===== src/rtl/bus_control_sequencer_pkg.sv =====
// Shared definitions for the TTM4 bus control sequencer: widths, opcodes,
// FSM state encoding and the decoded-instruction record.
package bus_control_sequencer_pkg;

  localparam int TTM4_DATA_W  = 4;
  localparam int TTM4_INSTR_W = 4 + TTM4_DATA_W;

  localparam logic [3:0] OP_ADD_A_IM = 4'b0000;
  localparam logic [3:0] OP_MOV_A_B  = 4'b0001;
  localparam logic [3:0] OP_IN_A     = 4'b0010;
  localparam logic [3:0] OP_MOV_A_IM = 4'b0011;
  localparam logic [3:0] OP_MOV_B_A  = 4'b0100;
  localparam logic [3:0] OP_ADD_B_IM = 4'b0101;
  localparam logic [3:0] OP_IN_B     = 4'b0110;
  localparam logic [3:0] OP_MOV_B_IM = 4'b0111;
  localparam logic [3:0] OP_OUT_B    = 4'b1001;
  localparam logic [3:0] OP_OUT_IM   = 4'b1011;
  localparam logic [3:0] OP_JNC_IM   = 4'b1110;
  localparam logic [3:0] OP_JMP_IM   = 4'b1111;

  typedef enum logic [1:0] {
    ST_FETCH  = 2'd0,
    ST_DECODE = 2'd1,
    ST_EXEC   = 2'd2,
    ST_NEXT   = 2'd3
  } state_t;

  typedef enum logic [1:0] {
    SRC_NONE = 2'd0,
    SRC_A    = 2'd1,
    SRC_B    = 2'd2,
    SRC_IN   = 2'd3
  } src_t;

  typedef enum logic [2:0] {
    DST_NONE = 3'd0,
    DST_A    = 3'd1,
    DST_B    = 3'd2,
    DST_OUT  = 3'd3,
    DST_PC   = 3'd4
  } dst_t;

  typedef struct packed {
    src_t src;
    dst_t dst;
    logic use_imm;
    logic is_add;
    logic is_jmp;
    logic is_jnc;
  } decode_t;

  localparam decode_t DEC_NOP = '{src: SRC_NONE, dst: DST_NONE, use_imm: 1'b0,
                                  is_add: 1'b0, is_jmp: 1'b0, is_jnc: 1'b0};

endpackage


===== src/rtl/bus_control_sequencer_instr_decode.sv =====
// Combinational opcode decoder: maps a 4-bit opcode to bus source, store
// destination and the flags the sequencer needs for carry and jumps.
module bus_control_sequencer_instr_decode
  import bus_control_sequencer_pkg::*;
(
  input  logic [3:0] opcode,
  output decode_t    dec
);

  // Opcode table; unlisted opcodes decode to a NOP that still advances the PC.
  always_comb begin
    dec = DEC_NOP;
    case (opcode)
      OP_ADD_A_IM: begin dec.src = SRC_A;  dec.dst = DST_A; dec.use_imm = 1'b1; dec.is_add = 1'b1; end
      OP_MOV_A_B:  begin dec.src = SRC_B;  dec.dst = DST_A; end
      OP_IN_A:     begin dec.src = SRC_IN; dec.dst = DST_A; end
      OP_MOV_A_IM: begin dec.dst = DST_A;  dec.use_imm = 1'b1; end
      OP_MOV_B_A:  begin dec.src = SRC_A;  dec.dst = DST_B; end
      OP_ADD_B_IM: begin dec.src = SRC_B;  dec.dst = DST_B; dec.use_imm = 1'b1; dec.is_add = 1'b1; end
      OP_IN_B:     begin dec.src = SRC_IN; dec.dst = DST_B; end
      OP_MOV_B_IM: begin dec.dst = DST_B;  dec.use_imm = 1'b1; end
      OP_OUT_B:    begin dec.src = SRC_B;  dec.dst = DST_OUT; end
      OP_OUT_IM:   begin dec.dst = DST_OUT; dec.use_imm = 1'b1; end
      OP_JNC_IM:   begin dec.dst = DST_PC; dec.use_imm = 1'b1; dec.is_jnc = 1'b1; end
      OP_JMP_IM:   begin dec.dst = DST_PC; dec.use_imm = 1'b1; dec.is_jmp = 1'b1; end
      default:     dec = DEC_NOP;
    endcase
  end

endmodule


===== src/rtl/bus_control_sequencer.sv =====
// TTM4 bus control sequencer: 4-cycle FETCH/DECODE/EXEC/NEXT machine with
// instruction register, carry flag and glitch-free registered bus strobes.
module bus_control_sequencer
  import bus_control_sequencer_pkg::*;
#(
  parameter int DATA_W  = TTM4_DATA_W,
  parameter int INSTR_W = TTM4_INSTR_W
) (
  input  logic               CLK,
  input  logic               RST,
  input  logic               RUN,
  input  logic               STEP,
  input  logic [INSTR_W-1:0] INSTR,
  input  logic               ALU_CO,
  output logic [DATA_W-1:0]  IMM,
  output logic               nA_OUT,
  output logic               nB_OUT,
  output logic               nIN_OUT,
  output logic               nA_ST,
  output logic               nB_ST,
  output logic               nOUT_ST,
  output logic               nPC_ST,
  output logic               PC_INC,
  output logic               CARRY,
  output logic               BUSY
);

  state_t             state;
  logic [INSTR_W-1:0] ir;
  logic               jump_taken;
  logic [INSTR_W-1:0] dec_word;
  logic               jump_now;
  decode_t            dec;

  // Outputs for DECODE are loaded on the FETCH edge, so decode the ROM word
  // directly there; afterwards the latched IR drives the decoder.
  always_comb begin
    if (state == ST_FETCH) begin
      dec_word = INSTR;
    end else begin
      dec_word = ir;
    end
    jump_now = dec.is_jmp | (dec.is_jnc & ~CARRY);
  end

  bus_control_sequencer_instr_decode u_decode (
    .opcode (dec_word[INSTR_W-1 -: 4]),
    .dec    (dec)
  );

  // Sequencer FSM with every output registered; reset aborts any pending store.
  always_ff @(posedge CLK) begin
    if (RST) begin
      state      <= ST_FETCH;
      ir         <= '0;
      jump_taken <= 1'b0;
      CARRY      <= 1'b0;
      IMM        <= '0;
      nA_OUT     <= 1'b1;
      nB_OUT     <= 1'b1;
      nIN_OUT    <= 1'b1;
      nA_ST      <= 1'b1;
      nB_ST      <= 1'b1;
      nOUT_ST    <= 1'b1;
      nPC_ST     <= 1'b1;
      PC_INC     <= 1'b0;
      BUSY       <= 1'b0;
    end else begin
      case (state)
        ST_FETCH: begin
          if (RUN | STEP) begin
            state   <= ST_DECODE;
            ir      <= INSTR;
            BUSY    <= 1'b1;
            nA_OUT  <= ~(dec.src == SRC_A);
            nB_OUT  <= ~(dec.src == SRC_B);
            nIN_OUT <= ~(dec.src == SRC_IN);
            IMM     <= dec.use_imm ? INSTR[DATA_W-1:0] : {DATA_W{1'b0}};
          end else begin
            state <= ST_FETCH;
          end
        end
        ST_DECODE: begin
          state      <= ST_EXEC;
          nA_ST      <= ~(dec.dst == DST_A);
          nB_ST      <= ~(dec.dst == DST_B);
          nOUT_ST    <= ~(dec.dst == DST_OUT);
          nPC_ST     <= ~jump_now;
          jump_taken <= jump_now;
        end
        ST_EXEC: begin
          state   <= ST_NEXT;
          nA_OUT  <= 1'b1;
          nB_OUT  <= 1'b1;
          nIN_OUT <= 1'b1;
          nA_ST   <= 1'b1;
          nB_ST   <= 1'b1;
          nOUT_ST <= 1'b1;
          nPC_ST  <= 1'b1;
          IMM     <= '0;
          PC_INC  <= ~jump_taken;
          CARRY   <= dec.is_add & ALU_CO;
        end
        ST_NEXT: begin
          state      <= ST_FETCH;
          PC_INC     <= 1'b0;
          BUSY       <= 1'b0;
          jump_taken <= 1'b0;
        end
        default: begin
          state   <= ST_FETCH;
          nA_OUT  <= 1'b1;
          nB_OUT  <= 1'b1;
          nIN_OUT <= 1'b1;
          nA_ST   <= 1'b1;
          nB_ST   <= 1'b1;
          nOUT_ST <= 1'b1;
          nPC_ST  <= 1'b1;
          PC_INC  <= 1'b0;
          BUSY    <= 1'b0;
        end
      endcase
    end
  end

endmodule


===== config.mk =====
export PLATFORM = sky130hd
export DESIGN_NAME = bus_control_sequencer
export DESIGN_NICKNAME = d
export VERILOG_FILES = /design/src/rtl/bus_control_sequencer_pkg.sv /design/src/rtl/bus_control_sequencer_instr_decode.sv /design/src/rtl/bus_control_sequencer.sv
export SDC_FILE = /design/constraint.sdc
export NUM_CORES = 1
export LEC_CHECK = 0
export ABC_AREA = 0
export CORE_MARGIN = 4
export CORE_UTILIZATION = 51
export DETAILED_ROUTE_END_ITERATION = 8
export MAX_ROUTING_LAYER = met4
export PLACE_DENSITY = 0.83
export SLEW_MARGIN = 10
export SYNTH_ARGS = -nofsm -noshare
export SYNTH_HDL_FRONTEND = slang
export SYNTH_SLANG_ARGS = --single-unit

===== constraint.sdc =====
create_clock -name CLK -period 3.9 [get_ports CLK]
set_input_delay 0.78 -clock CLK [delete_from_list [all_inputs] [get_ports CLK]]
set_output_delay 0.78 -clock CLK [all_outputs]
set_load 0.02 [all_outputs]

==> run_1/congestion.png <==
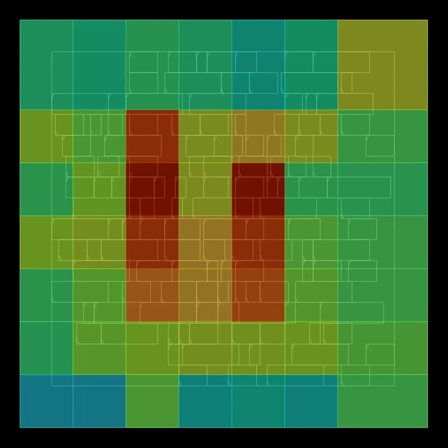
GR peak layer: met2
final core utilization: 68.6%

==> run_1/wires.png <==
The bar under the picture is 20 µm long. Only two layers are drawn.
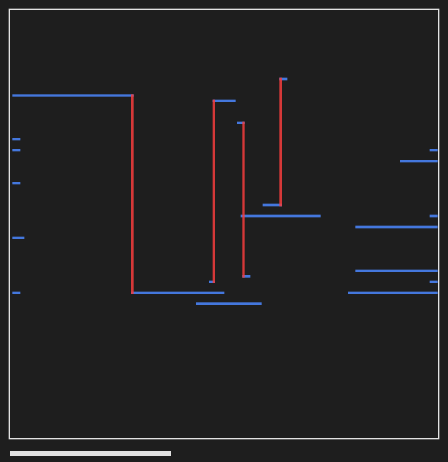
legend:
  red:
    layer: metal 4
    wire_length: 81.6 µm
  blue:
    layer: metal 3
    wire_length: 91.3 µm
Routed WL: 2240 µm
detailed-route via count: 862
total global-route track usage: 18.8%

==> run_1/flops_by_reg.png <==
The bar under the picture is 20 µm long.
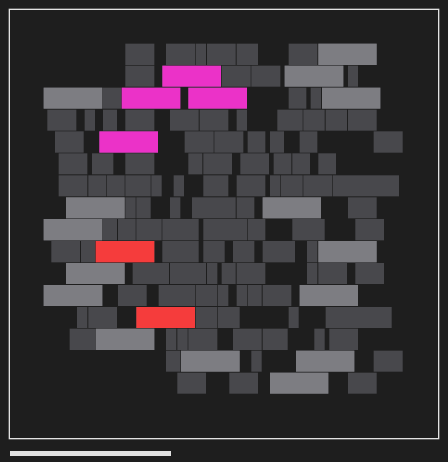
legend:
  magenta:
    netlist_name: IMM
    placed_flops: 4
  red:
    netlist_name: state
    placed_flops: 2
not colored: 15

==> reports/summary.txt, run 1 <==
1st-iter DRT viols - 14
WL/cell - 14.4 µm
run status - finished clean
share of cells above drive strength 1 - 10.9%
clk slew on worst S/H paths - 0.11 ns
P_sw - 0.000332 W
Leakage - 0.509 nW
RSZ-0062 raised after global routing - false
power share of the combinational group - 52.7%
flop-to-flop setup slack - 1.60 ns
Min-Delay Endpoint - PC_INC
Signal buf overhead - 19.5%
Syn Nets - 122
Slew HR - 56.0%
iteration tally of the first detailed-router pass - 4
Fin Setup TNS - 0 ns
CTS tree - done
type of the most critical hold path - reg -> reg
CP Capture Type - register
Placement Cell Area - 0.00131 mm²
worst IR drop on VDD - 0.374 mV
Layout Skew - 0.00369 ns
non-clock buffer total of the final layout - 26
met3 Resource Use GR - 3.38%
Largest cell class - combinational gates
Final Power - 0.000830 W
Yosys Warn Count - 0
Crit-path slowest cell - ha_1
logic share of the area - 43.8%
end of the critical path - IMM[1]
Post-synth top cells - dfxtp_1, nor2_1, mux2i_1
Die X-Extent - 53.1 µm
Synth area leader - dfxtp_1
global-route wire length before repair - 3750 µm
DIE AREA - 0.00282 mm²
ANT cells - 0
startpoint types - register
hold slack final - 0.474 ns
Peak Freq - 434 MHz
number of port buffers - 26
P&R area growth vs syn - 28.3%
Mux area share - 13.3%
Synth Seq Share - 40.5%
vias in the first global route - 877
most numerous logic cell after layout - clkdlybuf4s50_1
commonest non-fill, non-tap cells in the layout - clkdlybuf4s50_1, dfxtp_1, nor2_1, mux2i_1
top routing layer used - met4
Routability Congestion - 0.829
Final WS setup - 1.60 ns
Critical Path Start - state[1]
Top logic family - simple AND/OR/NAND/NOR gates
Int Power - 0.000498 W
Clock Latency Late Sink - 0.30 ns
Post-Synth Adder-Cell Area - 6.03%
Avg Inst Size Synth - 9.97 µm²
post-synthesis register bit count - 21
post-layout period usage - 59.1%
crit-path max cell delay - 0.59 ns
WP data arrival - 2.51 ns
Crit Path Category - reg -> reg
largest net degree at the start of global routing - 21
Post-synth EDFFs - 0
proportion of cell area occupied by registers - 31.6%
max-slew violations - 0
tool warnings - 30
critical path's top delay family - AND-OR/OR-AND gates
Final clock-cell share - 1.97%
initial antenna violation count - 0
Root Driver - clkbuf_4
registers - 21
P_comb - 0.000437 W
critical hold path startpoint - jump_taken
YS chip area - 0.00104 mm²
clock buffer depth - 2
Layout fillers - 170
post-synthesis instance area - 0.00104 mm²
## Run 2: what changed since run 1
--- a/config.mk
+++ b/config.mk
@@ -7,10 +7,10 @@
 export LEC_CHECK = 0
 export ABC_AREA = 0
 export CORE_MARGIN = 4
-export CORE_UTILIZATION = 51
+export CORE_UTILIZATION = 47
 export DETAILED_ROUTE_END_ITERATION = 8
 export MAX_ROUTING_LAYER = met4
-export PLACE_DENSITY = 0.83
+export PLACE_DENSITY = 0.77
 export SLEW_MARGIN = 10
 export SYNTH_ARGS = -nofsm -noshare
 export SYNTH_HDL_FRONTEND = slang
==> constraint.sdc (replaced) <==
create_clock -name CLK -period 2.15 [get_ports CLK]
set_input_delay 0.43 -clock CLK [delete_from_list [all_inputs] [get_ports CLK]]
set_output_delay 0.43 -clock CLK [all_outputs]
set_load 0.02 [all_outputs]
==> run 2 against run 1 <==
  * Sequential share of layout area decreased by 1.0 points
  * Total power rose by 89%
  * Design area grew 3.4%
  * Register-to-register slack got worse by 1.4 ns
  * Clock power grew 93%
  * Die area rose by 7.2%
  * Non-clock buffer count up 4
  * Synthesized area is the same
  * First-iteration DRC count shrank 29%
==> reports/summary.txt, run 2 <==
startpoint types - register
Int Power - 0.000932 W
tool warnings - 30
post-synthesis register bit count - 21
Synth area leader - dfxtp_1
Clock Latency Late Sink - 0.32 ns
crit-path max cell delay - 0.44 ns
power share of the combinational group - 53.9%
P_comb - 0.000846 W
Avg Inst Size Synth - 9.97 µm²
critical path's top delay family - AND-OR/OR-AND gates
post-synthesis instance area - 0.00104 mm²
Top logic family - simple AND/OR/NAND/NOR gates
Final Power - 0.00157 W
GR peak layer - met2
largest net degree at the start of global routing - 14
run status - finished clean
vias in the first global route - 848
RSZ-0062 raised after global routing - false
Post-Synth Adder-Cell Area - 6.03%
1st-iter DRT viols - 10
global-route wire length before repair - 3860 µm
clock buffer depth - 2
Final WS setup - 0.181 ns
flop-to-flop setup slack - 0.18 ns
Layout Skew - 0.0119 ns
P&R area growth vs syn - 32.7%
Post-synth EDFFs - 0
worst IR drop on VDD - 0.768 mV
Yosys Warn Count - 0
initial antenna violation count - 0
total global-route track usage - 18.4%
Largest cell class - combinational gates
CTS tree - done
share of cells above drive strength 1 - 16.5%
YS chip area - 0.00104 mm²
CP Capture Type - register
P_sw - 0.000639 W
Crit Path Category - reg -> reg
detailed-route via count - 863
Synth Seq Share - 40.5%
max-slew violations - 0
Syn Nets - 122
Mux area share - 13.3%
Post-synth top cells - dfxtp_1, nor2_1, mux2i_1
DIE AREA - 0.00302 mm²
Root Driver - clkbuf_4
Critical Path Start - state[0]
==> run_2/wires.png <==
The bar under the picture is 20 µm long. Only two layers are drawn.
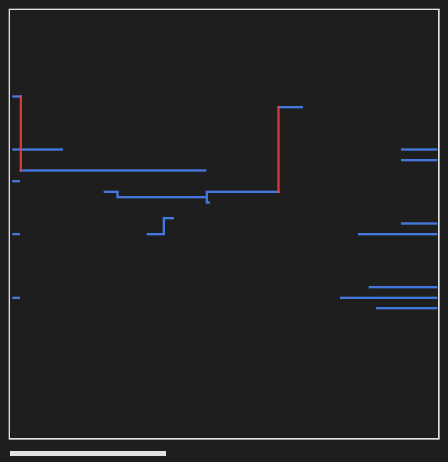
legend:
  red:
    layer: metal 4
    wire_length: 20.4 µm
  blue:
    layer: metal 3
    wire_length: 117 µm

==> run_2/placement_by_type.png <==
The bar under the picture is 20 µm long.
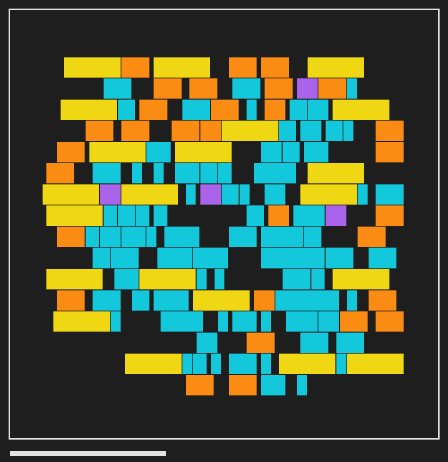
legend:
  yellow:
    class: sequential cells
    cells: 21
  purple:
    class: clock drivers and dummy loads
    cells: 4
  orange:
    class: remaining buffers and delay cells
    cells: 30
  cyan:
    class: combinational and other logic
    cells: 78
final core utilization: 68.1%
row cnt: 16
core area: 0.00202 mm²
proportion of cell area occupied by registers: 30.5%

==> run_2/congestion.png <==
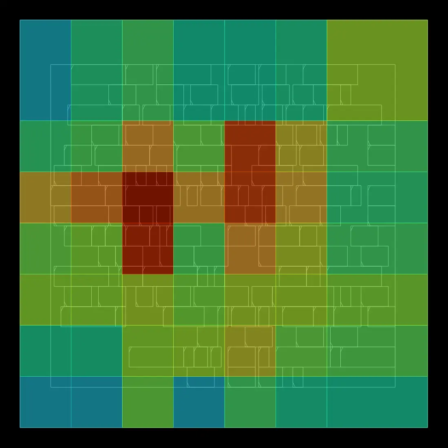
WL/cell: 14.8 µm
global routing usage on met1: 23.4%
met2 GRT Util: 27.2%

## Run 3: what changed since run 2
--- a/config.mk
+++ b/config.mk
@@ -9,6 +9,7 @@
 export CORE_MARGIN = 4
 export CORE_UTILIZATION = 47
 export DETAILED_ROUTE_END_ITERATION = 8
+export GPL_TIMING_DRIVEN = 1
 export MAX_ROUTING_LAYER = met4
 export PLACE_DENSITY = 0.77
 export SLEW_MARGIN = 10
==> run 3 against run 2 <==
  * Final cell count is the same
  * Register-to-register slack about the same
  * Utilization stayed put
==> reports/summary.txt, run 3 <==
Crit-path slowest cell - mux2_2
Syn Nets - 122
WP data arrival - 2.23 ns
hold slack final - 0.476 ns
Layout fillers - 161
Placement Cell Area - 0.00134 mm²
yosys aoi share - 17.2%
Routability Congestion - 0.801
vias in the first global route - 848
Slew HR - 67.0%
number of port buffers - 26
clk slew on worst S/H paths - 0.13 ns
Signal buf overhead - 21.1%
Synth area leader - dfxtp_1
row cnt - 16
post-synthesis register bit count - 21
Peak Freq - 508 MHz
total global-route track usage - 18.4%
post_cts resized - 0
Largest cell class - combinational gates
clock buffer depth - 2
CP Capture Type - register
met3 Resource Use GR - 6.17%
RSZ-0062 raised after global routing - false
DP Wirelength - 1810 µm
Crit Path Category - reg -> reg
iteration tally of the first detailed-router pass - 4
Synth Seq Share - 40.5%
Critical Path Start - state[0]
logic share of the area - 43.2%
Leakage - 0.528 nW
tool warnings - 30
max-slew violations - 0
non-clock buffer total of the final layout - 30
Clock Latency Late Sink - 0.32 ns
Final WS setup - 0.181 ns
worst IR drop on VDD - 0.768 mV
Post-synth EDFFs - 0
initial antenna violation count - 0
Yosys Warn Count - 0
core area - 0.00202 mm²
P_sw - 0.000639 W
Die X-Extent - 55.0 µm
crit-path max cell delay - 0.44 ns
WL/cell - 14.8 µm
post-layout period usage - 91.6%
proportion of cell area occupied by registers - 30.5%
1st-iter DRT viols - 10
GR peak layer - met2
Int Power - 0.000932 W
P_comb - 0.000846 W
CTS tree - done
critical hold path startpoint - jump_taken
run status - finished clean
met2 GRT Util - 27.2%
most numerous logic cell after layout - clkdlybuf4s50_1
critical path's top delay family - AND-OR/OR-AND gates
Mux area share - 13.3%
YS chip area - 0.00104 mm²
post-synthesis instance area - 0.00104 mm²
ANT cells - 0
global routing usage on met1 - 23.4%
Final clock-cell share - 2.18%
Post-Synth Adder-Cell Area - 6.03%
DIE AREA - 0.00302 mm²
Root Driver - clkbuf_4
flop-to-flop setup slack - 0.18 ns
commonest non-fill, non-tap cells in the layout - clkdlybuf4s50_1, dfxtp_1, nor2_1, mux2i_1
Min-Delay Endpoint - PC_INC
Layout Skew - 0.0119 ns
Final Power - 0.00157 W
registers - 21
Top logic family - simple AND/OR/NAND/NOR gates
global-route wire length before repair - 3860 µm
==> run_3/placement_by_type.png <==
The bar under the picture is 20 µm long.
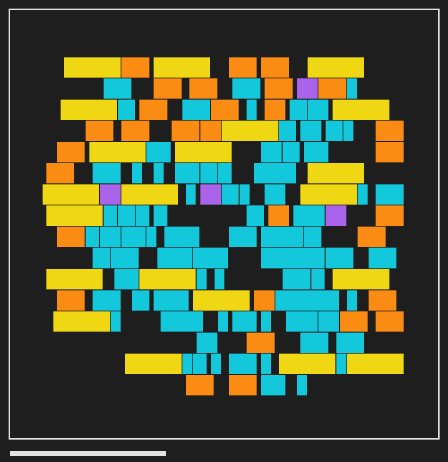
legend:
  orange:
    class: remaining buffers and delay cells
    cells: 30
  cyan:
    class: combinational and other logic
    cells: 78
  purple:
    class: clock drivers and dummy loads
    cells: 4
  yellow:
    class: sequential cells
    cells: 21

==> run_3/logic_types.png <==
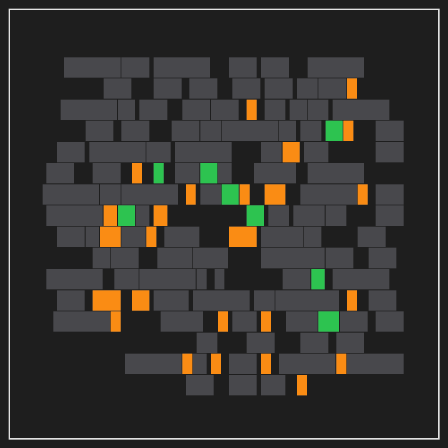
legend:
  orange:
    family: nor cells
    cells: 25
    most_used: nor2_1
  green:
    family: nand cells
    cells: 8
    most_used: nand2b_1

==> run_3/wires.png <==
The bar under the picture is 20 µm long. Only two layers are drawn.
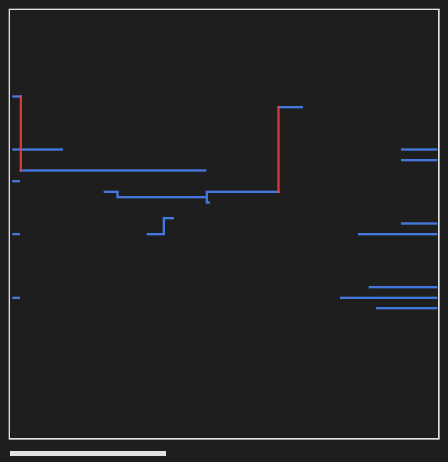
legend:
  red:
    layer: metal 4
    wire_length: 20.4 µm
  blue:
    layer: metal 3
    wire_length: 117 µm
Routed WL: 2370 µm
detailed-route via count: 863

No activity file was given, so power comes from the tool's default toggle rates.
